==> config.mk <==
export PLATFORM = sky130hd
export DESIGN_NAME = rst_en_gen
export DESIGN_NICKNAME = d
export VERILOG_FILES = /design/src/rtl/rst_en_gen.sv
export SDC_FILE = /design/constraint.sdc
export NUM_CORES = 1
export LEC_CHECK = 0
export CORE_UTILIZATION = 38
export DETAILED_ROUTE_END_ITERATION = 7
export GPL_TIMING_DRIVEN = 1
export HOLD_SLACK_MARGIN = 0.08
export PLACE_DENSITY = 0.59
export SLEW_MARGIN = 40
export SYNTH_ARGS = -nofsm -noshare
export SYNTH_HDL_FRONTEND = slang
export SYNTH_SLANG_ARGS = --single-unit
==> constraint.sdc <==
create_clock -name clk -period 3.34 [get_ports clk]
set_input_delay 0.668 -clock clk [delete_from_list [all_inputs] [get_ports clk]]
set_output_delay 0.668 -clock clk [all_outputs]
set_load 0.05 [all_outputs]
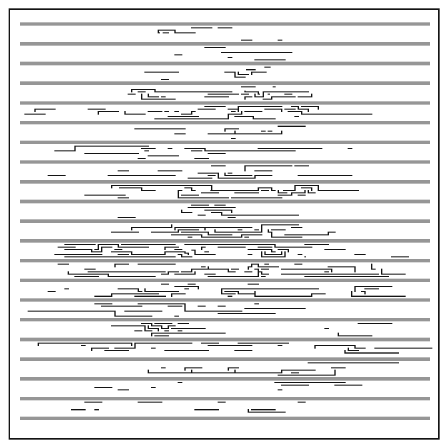
(images/m1.png)
Supply wires on this layer in grey.
wire length on this layer	1120 µm
longest straight run	18.4 µm
main direction	horizontal
nets with wire on the layer	136
total number of vias: 869
global routing usage on met1: 0.213

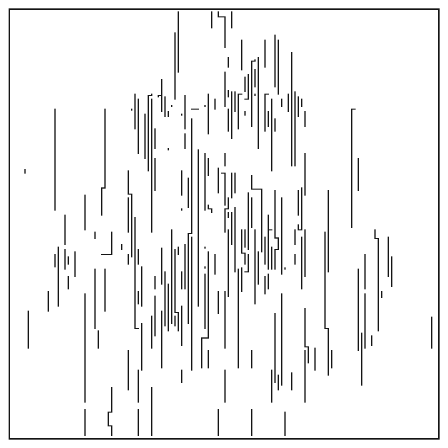
(images/m2.png)
longest straight run	21.6 µm
nets with wire on the layer	115
share of all routed wire	44%
met2 Resource Use GR: 0.214
wirelength, routed: 2.26 mm

==> results.txt <==
Flow results.

- For reference, the final report shows the max-slew violation count at 0.
- For the finished layout, the period the worst path requires is 2.78 ns.
- Looking at the VDD voltage map, the peak drop is 0.000271 V.
- The startpoint kind of the worst setup timing path is a flop.
- The required time of the critical path is 2.67 ns.
- According to the hold report, the worst path is of the flop to flop type.
- The die covers 3490 µm².
- The critical setup path kind is flop to primary output.
- The largest net degree at the start of global routing is 24.
- After synthesis, the cell types taking the most area are sky130_fd_sc_hd__dfrtp_1, sky130_fd_sc_hd__mux2_4, sky130_fd_sc_hd__xnor2_1, sky130_fd_sc_hd__ha_1, sky130_fd_sc_hd__nand2_1.
- The first-pass GRT wire length is 3.88 mm.
- The number of placement rows is 20.
- The share of the clock period used by the worst path is 0.834.
- The yosys cell count is 113.
- The number of warnings in the stage logs is 27.
- Per the timing report, the achievable frequency comes out to 0.359 GHz.
- The tree is rooted in a sky130_fd_sc_hd__clkbuf_4.
- The global-route usage over all layers is 0.146.
- According to the timing report, the arrival time at the worst endpoint equals 2.12 ns.
- The slew at the pin closest to its max-slew limit is 0.552 ns.
- The share of async-settable or async-resettable flops after synthesis is 1.00.
- The final setup TNS is 0 ns.
- The number of nets with antenna violations after detailed routing is 0.
- The via count of the first global-routing pass is 857.
- The mapped netlist covers 1240 µm².
- By instance count, the leading cell after synthesis is sky130_fd_sc_hd__dfrtp_1.
- The share of the yosys chip area belonging to registers is 0.465.
- The CTS log lists the clock sinks for this run as 23.
- For reference, the post-synthesis area per instance comes to 11.0 µm².
- Power spread over the standard cell area amounts to 451 nW/µm².
- Endpoints failing hold in the final report were tallied at 0.
- The die is 59.1 µm wide.
- The flow ran to the end, and the final reports show no timing, DRC or antenna violations.
- The final report lists a non-filler cell total of 173.
- The TritonCTS clock tree is built.
- The detailed placer's ending HPWL is 1.64 mm.
- The post-synthesis cell count is 113.
- The portion of synthesized cell area occupied by the leading cell type is 0.465.
-- worst max-delay path: stages, from the launching register on --
cell and delay [ns]:
sky130_fd_sc_hd__dfrtp_1 0.48, sky130_fd_sc_hd__xnor2_1 0.20, sky130_fd_sc_hd__nand4_2 0.19, sky130_fd_sc_hd__nor3_1 0.23, sky130_fd_sc_hd__buf_4 0.16, sky130_fd_sc_hd__and3_1 0.14
sky130_fd_sc_hd__dlymetal6s2s_1 0.42
-- metrics by stage --
stage | utilization | cell area (µm²) | setup WS, ns | power, mW | hold WS, ns
after floorplan | - | 1240 | 0.792 | 0.487 | 0.491
final | 0.473 | 1460 | 0.556 | 0.657 | 0.545
after CTS | 0.472 | 1450 | 0.154 | 0.665 | 0.548
after global routing | 0.473 | 1460 | 0.353 | 0.697 | 0.568
after detailed placement | 0.463 | 1430 | 0.536 | 0.536 | 0.518
after global placement | 0.463 | 1430 | 0.542 | 0.528 | 0.506
-- what timing repair did --
item                       CTS  global route
gates resized                0             1
setup endpoints to repair    0             1
hold buffers                 0             0
-- cell type report --
| type | instances | area [µm²] |
|---|---|---|
| fill | 297 | 1620 |
| multi-input combinational | 77 | 601 |
| sequential | 23 | 576 |
| timing repair buffer | 17 | 168 |
| tap | 44 | 55.1 |
| inverter | 8 | 30.0 |
| clock buffer | 3 | 22.5 |
| clock inverter | 1 | 5.00 |
-- routing by layer --
| metal | wire, µm | part of all wire |
|---|---|---|
| met1 | 1120 | 0.50 |
| met2 | 998 | 0.44 |
| met3 | 115 | 0.051 |
| met4 | 18 | 0.0080 |
| met5 | 0 | 0 |
-- where the power goes --
| group | switching [mW] | leakage (nW) | internal [mW] | total, mW |
|---|---|---|---|---|
| registers | 0.0382 | 0.289 | 0.315 | 0.353 |
| clock network | 0.0836 | 0.0177 | 0.0447 | 0.128 |
| logic | 0.0855 | 0.321 | 0.0896 | 0.175 |
-- layout by cell type, fill, tap and decap left out, types with 2 or more instances in the layout --
cell / instances
sky130_fd_sc_hd__xor2_1: 4
sky130_fd_sc_hd__dfrtp_1: 23
sky130_fd_sc_hd__clkdlybuf4s50_1: 14
sky130_fd_sc_hd__a21oi_1: 6
sky130_fd_sc_hd__buf_4: 2
sky130_fd_sc_hd__and3_1: 3
sky130_fd_sc_hd__ha_1: 3
sky130_fd_sc_hd__xnor2_1: 8
sky130_fd_sc_hd__clkbuf_4: 3
sky130_fd_sc_hd__o32ai_1: 2
sky130_fd_sc_hd__nor2_1: 3
sky130_fd_sc_hd__nor2b_1: 2
sky130_fd_sc_hd__o21ai_0: 6
sky130_fd_sc_hd__inv_1: 7
sky130_fd_sc_hd__nand2_1: 10
sky130_fd_sc_hd__o311ai_0: 2
sky130_fd_sc_hd__o2111ai_1: 3
sky130_fd_sc_hd__a211oi_1: 4
sky130_fd_sc_hd__mux2_4: 8
-- cells by family (layout without fill, tap and decap cells) --
group           Yosys count  after routing  synth area share
fa+ha+maj                 3              3            0.0303
mux                       8              8            0.0971
flops                    23             23             0.465
other cells               1              1           0.00303
buf+inv                  13             29            0.0495
xor+xnor                 12             12            0.0849
simple gates             25             25             0.110
compound gates           28             28             0.160
Power and IR drop assume default switching activity.
